$ cat src/rtl/mips_ctrl_pkg.sv
// Shared state encoding for the MIPS step controller and its helpers.
package mips_ctrl_pkg;
    localparam int STATE_W = 2;

    typedef enum logic [STATE_W-1:0] {
        S_IDLE = 2'd0,
        S_STEP = 2'd1,
        S_RUN  = 2'd2,
        S_BRK  = 2'd3
    } state_t;
endpackage

$ cat src/rtl/mips_run_divider.sv
// Free-run rate divider: counts while enabled and flags the last count of each period.
module mips_run_divider #(
    parameter int RUN_DIV = 25000000,
    parameter int DIV_W   = 26
) (
    input  logic clk,
    input  logic rst_n,
    input  logic clear,
    input  logic enable,
    output logic tc
);
    localparam logic [DIV_W-1:0] TC_VALUE = DIV_W'(RUN_DIV - 1);

    logic [DIV_W-1:0] count_reg;

    assign tc = (count_reg == TC_VALUE);

    // Clear outranks enable so a stop/start always restarts a full period.
    always_ff @(posedge clk or negedge rst_n) begin
        if (!rst_n) begin
            count_reg <= '0;
        end else if (clear) begin
            count_reg <= '0;
        end else if (enable) begin
            count_reg <= tc ? '0 : count_reg + 1'b1;
        end
    end
endmodule

$ cat src/rtl/mips_step_controller.sv
// Generates single-cycle CPU clock enables for step, free-run and breakpoint-halt operation.
module mips_step_controller
    import mips_ctrl_pkg::*;
#(
    parameter int RUN_DIV = 25000000,
    parameter int DIV_W   = 26,
    parameter int PC_W    = 32,
    parameter int CNT_W   = 16
) (
    input  logic               CLK,
    input  logic               RST,
    input  logic               STEP,
    input  logic               RUN,
    input  logic               BRK_EN,
    input  logic [PC_W-1:0]    BRK_ADDR,
    input  logic [PC_W-1:0]    PC,
    output logic               CPU_EN,
    output logic [STATE_W-1:0] STATE,
    output logic               HALT,
    output logic               BUSY,
    output logic [CNT_W-1:0]   CYCLES
);
    state_t           state_reg, state_next;
    logic             cpu_en_reg, cpu_en_next;
    logic             skip_reg, skip_next;
    logic [CNT_W-1:0] cycles_reg;
    logic             div_clear, div_enable, div_tc;

    mips_run_divider #(
        .RUN_DIV (RUN_DIV),
        .DIV_W   (DIV_W)
    ) u_divider (
        .clk    (CLK),
        .rst_n  (RST),
        .clear  (div_clear),
        .enable (div_enable),
        .tc     (div_tc)
    );

    always_comb begin
        state_next  = state_reg;
        cpu_en_next = 1'b0;
        skip_next   = skip_reg;
        div_clear   = 1'b0;
        div_enable  = 1'b0;
        case (state_reg)
            S_IDLE: begin
                if (RUN) begin
                    state_next = S_RUN;
                    div_clear  = 1'b1;
                    skip_next  = 1'b0;
                end else if (STEP) begin
                    state_next = S_STEP;
                end
            end
            S_STEP: begin
                cpu_en_next = 1'b1;
                state_next  = S_IDLE;
            end
            S_RUN: begin
                if (RUN) begin
                    state_next = S_IDLE;
                    div_clear  = 1'b1;
                end else begin
                    div_enable = 1'b1;
                    // PC has had a full divider period to settle by terminal count.
                    if (div_tc) begin
                        if (BRK_EN && !skip_reg && (PC == BRK_ADDR)) begin
                            state_next = S_BRK;
                        end else begin
                            cpu_en_next = 1'b1;
                            skip_next   = 1'b0;
                        end
                    end
                end
            end
            S_BRK: begin
                if (RUN) begin
                    state_next = S_RUN;
                    div_clear  = 1'b1;
                    skip_next  = 1'b1;
                end else if (STEP) begin
                    state_next = S_STEP;
                end
            end
            default: state_next = S_IDLE;
        endcase
    end

    always_ff @(posedge CLK or negedge RST) begin
        if (!RST) begin
            state_reg  <= S_IDLE;
            cpu_en_reg <= 1'b0;
            skip_reg   <= 1'b0;
            cycles_reg <= '0;
        end else begin
            state_reg  <= state_next;
            cpu_en_reg <= cpu_en_next;
            skip_reg   <= skip_next;
            if (cpu_en_reg) begin
                cycles_reg <= cycles_reg + 1'b1;
            end
        end
    end

    assign CPU_EN = cpu_en_reg;
    assign STATE  = state_reg;
    assign HALT   = (state_reg == S_BRK);
    assign BUSY   = (state_reg == S_STEP) || (state_reg == S_RUN);
    assign CYCLES = cycles_reg;
endmodule

$ cat config.mk
export PLATFORM = sky130hd
export DESIGN_NAME = mips_step_controller
export DESIGN_NICKNAME = d
export VERILOG_FILES = /design/src/rtl/mips_ctrl_pkg.sv /design/src/rtl/mips_run_divider.sv /design/src/rtl/mips_step_controller.sv
export SDC_FILE = /design/constraint.sdc
export NUM_CORES = 1
export LEC_CHECK = 0
export CAP_MARGIN = 20
export CORE_AREA = 2 2 79 81
export DETAILED_ROUTE_END_ITERATION = 10
export DIE_AREA = 0 0 81 83
export GPL_TIMING_DRIVEN = 1
export PLACE_DENSITY = 0.93
export SLEW_MARGIN = 20
export SYNTH_ARGS = -nofsm -noshare
export SYNTH_HDL_FRONTEND = slang
export SYNTH_HIERARCHICAL = 1
export SYNTH_SLANG_ARGS = --single-unit
$ cat constraint.sdc
create_clock -name CLK -period 6.6 [get_ports CLK]
set_input_delay 0.66 -clock CLK [delete_from_list [all_inputs] [get_ports CLK]]
set_output_delay 0.66 -clock CLK [all_outputs]
set_load 0.005 [all_outputs]
### Ports around the boundary, run 1

Pins as bars across the die edge, other pins in grey.
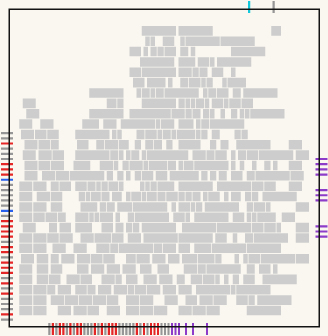
port	colour	pins	direction	edge
PC	red	32	input	16 bottom, 16 left
CYCLES	purple	16	output	10 right, 6 bottom
STATE	blue	2	output	left
CLK	cyan	1	input	top
all pins by edge	41 bottom, 37 left, 10 right, 2 top
port buffer count: 89
die width: 81 um
Die H: 83 um

### Selected gate families, run 1

Bar = 20 um.
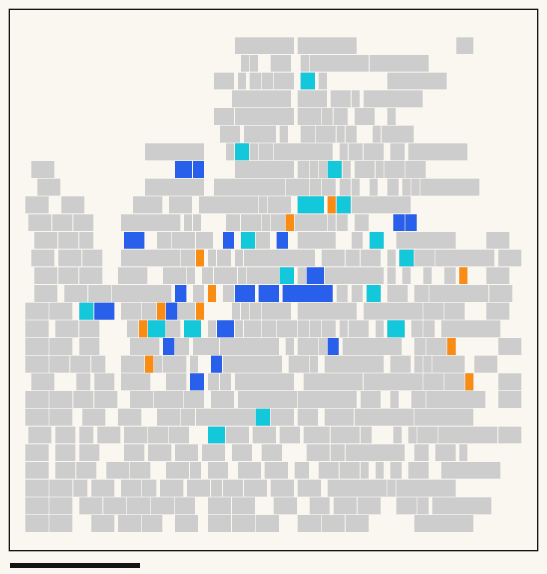
family	colour	cells
and/or cells	cyan	16
inv cells	orange	11
aoi and oai cells	blue	19
most numerous logic cell after layout: clkdlybuf4s50_1
fin cells: 469
Comb/total area: 41.14%

### Sequential cells grouped by signal name, run 1

Other sequential cells in the stronger grey, the rest of the logic in the fainter grey.
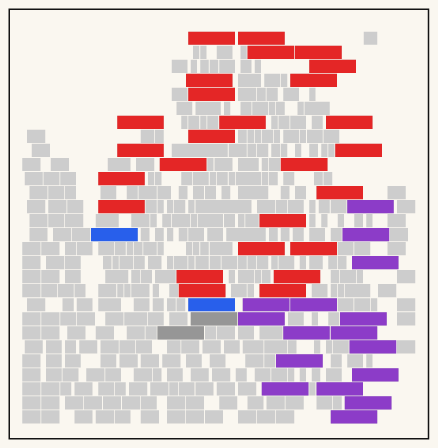
signal	colour	sequential cells
CYCLES	purple	16
u_divider/count_reg	red	26
STATE	blue	2
not coloured	2
sequential cell area share: 29.21%
utilization after layout: 67.77%
Sequential Power: 0.344 mW

### Wiring by layer, run 1

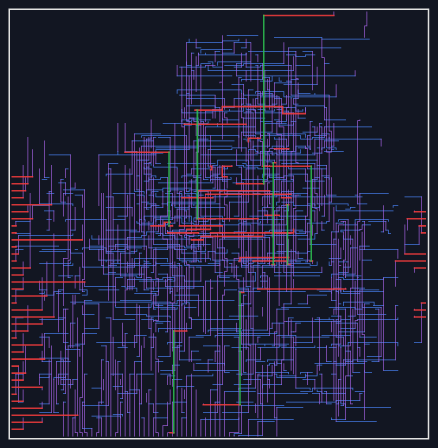
layer	colour	wire length
M4	green	159 um
M1	blue	2,630 um
M2	purple	3,780 um
M3	red	412 um
Tot GR Track Use: 22.05%
DR vias: 2,614
post-DR wirelength/cell: 14.87 um
Post-Route WL: 6975 um

==> impl_metrics.ini, run 1 <==
; implementation run metrics
[status]
status = finished, final reports clean

[synthesis]
ys_cells = 302
synth.avg_cell_area_um2 = 9.401
simple_gate_area_share_pct = 26.00
ys_sh_adder_pct = 3.085
synthTopCellsByCount = dfrtp_1, xor2_1, nor2_1
synth_top_area_share_pct = 40.55
netlist_area_um2 = 2839
synth-edff-count = 0
synth.net_count = 378
async_flop_share_pct = 100.0
netlist_logic_family_top = simple AND/OR/NAND/NOR gates
synthAoiAreaFrac_pct = 7.448
ys_area_um2 = 2839
flop_cell = dfrtp_1
synth_cell_type_count = 44

[worst_setup_path]
critical-path-slowest-cell = nor2b_1
critPathArrivalTime_ns = 3.55
path_depth = 7
r2r_slack_ns = 3.49
crit_family = simple AND/OR/NAND/NOR gates
cp_cell_sequence = clkdlybuf4s50_1, nor2b_1, o2111ai_1, or2_2, nor4_1, xnor2_1, nor2_1
worstPathMaxFanout = 16
crit_end = u_divider/count_reg[17]
crit_required_ns = 6.77

[grt]
grtUsageMet1_pct = 26.10
grt_max_degree = 47
grt_pass1_wl_um = 11880
busiest_layer = met2
antenna_found_initial = 0
grt_overflow = 0

[clock_tree]
numCtsBuffers = 5
insertion_delay_ns = 0.31
cts_root_buffer = clkbuf_8
post_cts_resized = 0
cts_setup_buffers = 0
cts_sinks = 46

[cells_and_area]
layout.area.comb_um2 = 1622
area_delta_synth_final_pct = 38.83
fill_cells = 444
area_dominant_class = combinational gates
diodes = 0
buffers = 90
ff_count = 46
lay_top_cells = clkdlybuf4s50_1, dfrtp_1, xor2_1, nor2_1, nand2_1
clock_buffers = 5
bufAreaShareNonClock_pct = 22.73
comb.multi_input.count = 239

[power_and_ir_drop]
p_leak_nw = 1.596
top_power_group = registers
power.clock.total_mw = 0.249
switchingPower_mw = 0.2561
powerComb_mw = 0.272
p_int_mw = 0.6090
comb_power_share_pct = 31.4
ir_drop_uv = 154.1

[placed_design]
postPlaceCellArea_um2 = 3801
dp_hpwl_um = 5326

[sta]
rsz0062_at_grt = false
setup_viol = 0
finClkSkew_ns = 0.008412
hold_ws_ns = 0.3419
fin_crit_ns = 3.385
finalCritPeriodShare_pct = 51.29
tightest_slew_ns = 1.028
setup-tns-final_ns = 0
maxSlewHeadroom_pct = 31.32
finalHoldViolCount = 0

[route]
avgViaCountPerCell = 5.574
top_layer_used = met4
firstDrtPassIters = 4
wl_met2_um = 3777

[min_path]
min_path_type = in -> async

[floorplanning]
tap-cell-count = 75
core_um2 = 5816
io_pins = 90
### The clock network, run 1

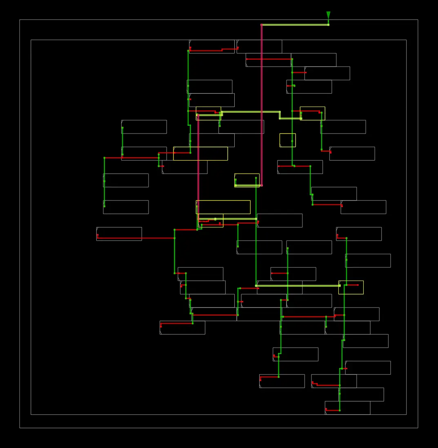

==> run 1 -> run 2 <==
--- a/config.mk
+++ b/config.mk
@@ -6,11 +6,11 @@
 export NUM_CORES = 1
 export LEC_CHECK = 0
 export CAP_MARGIN = 20
-export CORE_AREA = 2 2 79 81
+export CORE_AREA = 2 2 81 83
 export DETAILED_ROUTE_END_ITERATION = 10
-export DIE_AREA = 0 0 81 83
+export DIE_AREA = 0 0 83 85
 export GPL_TIMING_DRIVEN = 1
-export PLACE_DENSITY = 0.93
+export PLACE_DENSITY = 0.9
 export SLEW_MARGIN = 20
 export SYNTH_ARGS = -nofsm -noshare
 export SYNTH_HDL_FRONTEND = slang
==> constraint.sdc (replaced) <==
create_clock -name CLK -period 3.25 [get_ports CLK]
set_input_delay 0.325 -clock CLK [delete_from_list [all_inputs] [get_ports CLK]]
set_output_delay 0.325 -clock CLK [all_outputs]
set_load 0.005 [all_outputs]
### The clock network, run 2

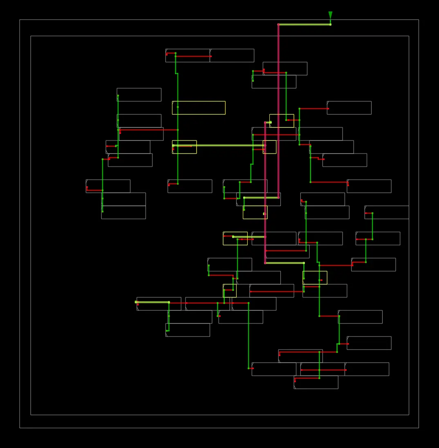
clock skew: 0.01038 ns
CTS sink cnt: 46

### Selected gate families, run 2

Bar = 20 um.
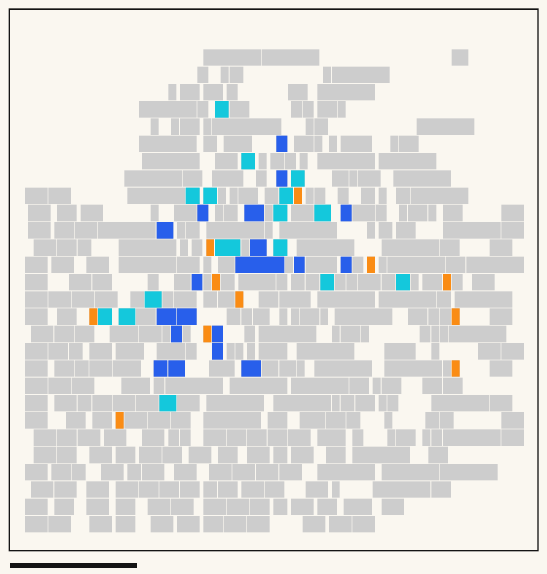
family	colour	cells
and/or cells	cyan	16
aoi and oai cells	blue	19
inv cells	orange	11
Comb/total area: 41.21%
fin cells: 473

==> impl_metrics.ini, run 2 <==
; implementation run metrics
[grt]
grt_max_degree = 47
grt_overflow = 0
antenna_found_initial = 0
grtUsageMet1_pct = 22.87
busiest_layer = met2
grt_usage_pct = 19.81

[synthesis]
netlist_logic_family_top = simple AND/OR/NAND/NOR gates
synth_top_area_share_pct = 40.55
synthTopCellsByCount = dfrtp_1, xor2_1, nor2_1
netlist_area_um2 = 2839
synth-edff-count = 0
synth.avg_cell_area_um2 = 9.401
ys_cells = 302
synthAoiAreaFrac_pct = 7.448
synth_cell_type_count = 44
flop_cell = dfrtp_1
async_flop_share_pct = 100.0
ys_sh_adder_pct = 3.085
synth.net_count = 378

[clock_tree]
post_cts_resized = 0
cts_root_buffer = clkbuf_8
numCtsBuffers = 5
cts_setup_buffers = 0
insertion_delay_ns = 0.30

[cells_and_area]
clock_buffers = 5
area_dominant_class = combinational gates
area_delta_synth_final_pct = 38.61
final_common_cell = clkdlybuf4s50_1
diodes = 0
lay_top_cells = clkdlybuf4s50_1, dfrtp_1, xor2_1, nor2_1, nand2_1
sh_seq_area_pct = 29.25
buffers = 92
comb.multi_input.count = 239
bufAreaShareNonClock_pct = 23.15

[sta]
setup-tns-final_ns = 0
finalCritPeriodShare_pct = 84.37
rsz0062_at_grt = false
tightest_slew_ns = 0.7022
fin_crit_ns = 2.742
maxSlewHeadroom_pct = 53.19
setup_viol = 0

[worst_setup_path]
r2r_slack_ns = 0.51
critPathArrivalTime_ns = 2.98
path_depth = 8
critical-path-slowest-cell = or4_1
crit_family = simple AND/OR/NAND/NOR gates

[status]
status = finished, final reports clean

[route]
top_layer_used = met4
num_vias = 2622
avgRoutedWirePerCell_um = 14.51
routed_wl_um = 6864
firstDrtPassIters = 4

[power_and_ir_drop]
switchingPower_mw = 0.5221
power.clock.total_mw = 0.425
pg_seq_mw = 0.702
p_int_mw = 1.160

[floorplanning]
die_h_um = 85
die_x_um = 83
core_um2 = 6205
io_pins = 90

[placed_design]
io_buffers = 89
### Wiring by layer, run 2

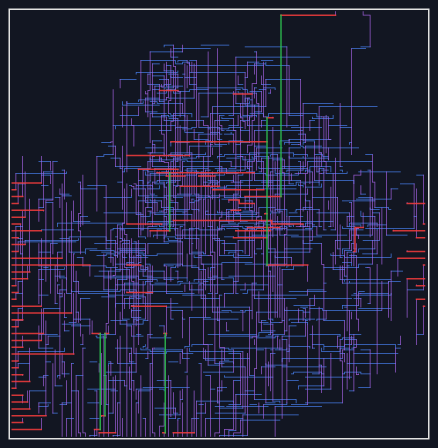

==> run 2 -> run 3 <==
==> constraint.sdc (replaced) <==
create_clock -name CLK -period 2.75 [get_ports CLK]
set_input_delay 0.275 -clock CLK [delete_from_list [all_inputs] [get_ports CLK]]
set_output_delay 0.275 -clock CLK [all_outputs]
set_load 0.005 [all_outputs]
### Wiring by layer, run 3

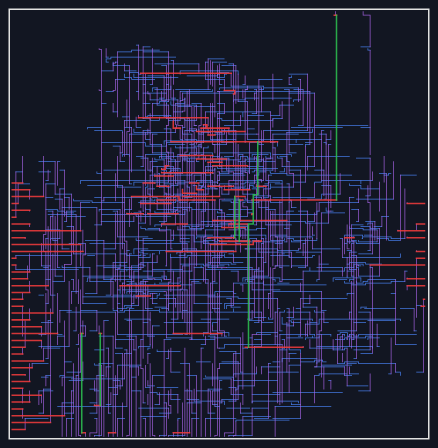
layer	colour	wire length
M2	purple	3,680 um
M4	green	130 um
M3	red	519 um
M1	blue	2,820 um
post-DR wirelength/cell: 14.91 um
DR vias: 2,700
Post-Route WL: 7140 um
Tot GR Track Use: 21.28%

==> impl_metrics.ini, run 3 <==
; implementation run metrics
[worst_setup_path]
critPathArrivalTime_ns = 2.94
cpMostUsedCell = or4_1
critical-path-slowest-cell = or4_4
r2r_slack_ns = 0.05
crit_family = simple AND/OR/NAND/NOR gates
r2r-start = u_divider/count_reg[17]
path_depth = 8
crit_end = STATE[0]

[synthesis]
synth_cell_type_count = 44
netlist_area_um2 = 2839
netlist_logic_family_top = simple AND/OR/NAND/NOR gates
async_flop_share_pct = 100.0
synth.avg_cell_area_um2 = 9.401
ys_sh_adder_pct = 3.085
simple_gate_area_share_pct = 26.00
ys_cells = 302
synthAoiAreaFrac_pct = 7.448
synth_top_area_share_pct = 40.55
synthCells = 302
synth_warnings = 6
synth.net_count = 378
flop_cell = dfrtp_1
synth-edff-count = 0
synthTopCellsByCount = dfrtp_1, xor2_1, nor2_1

[grt]
antenna_found_initial = 0
grt_overflow = 0
busiest_layer = met2
grt_max_degree = 47
grtUsageMet1_pct = 25.73

[cells_and_area]
lay_top_cells = clkdlybuf4s50_1, dfrtp_1, xor2_1, nor2_1, nand2_1
area_delta_synth_final_pct = 39.66
buffers = 99
comb.multi_input.count = 239
final_cells = 479
bufAreaShareNonClock_pct = 24.30
comb_share_pct = 41.27
area_dominant_class = combinational gates
nNetsFinal = 478
diodes = 0
final_common_cell = clkdlybuf4s50_1

[sta]
setup-tns-final_ns = 0
finalHoldViolCount = 46
rsz0062_at_grt = true
fin_crit_ns = 2.695
maxSlewHeadroom_pct = 52.75
tightest_slew_ns = 0.7022
finalCritPeriodShare_pct = 98.00
setup_slack_ns = 0.05488
setup_viol = 0
finClkSkew_ns = 0.01210
hold_ws_ns = -0.03895

[power_and_ir_drop]
ir_drop_uv = 350.5
switchingPower_mw = 0.6265
p_int_mw = 1.287
clock_power_share_pct = 20.8
p_leak_nw = 1.613
power.clock.total_mw = 0.398

[status]
status = complete, but fails checks
violations = hold timing

[clock_tree]
numCtsBuffers = 5
cts_tree = yes
post_cts_resized = 0
insertion_delay_ns = 0.30
cts_root_buffer = clkbuf_8
cts_sinks = 46

[floorplanning]
io_pins = 90
core_um2 = 6205
die_h_um = 85
die_x_um = 83

[placed_design]
io_buffers = 89

[flow_run]
tool_warnings = 32

[min_path]
min_path_type = in -> async

[route]
firstDrtPassIters = 5
### Sequential cells grouped by signal name, run 3

Other sequential cells in the stronger grey, the rest of the logic in the fainter grey.
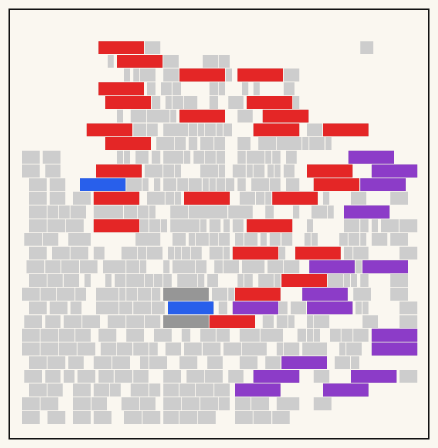
sequential cell area share: 29.03%
Sequential Power: 0.832 mW
utilization after layout: 63.90%
Reg area: 1151 um^2

Power is estimated from default activity; no workload was simulated.
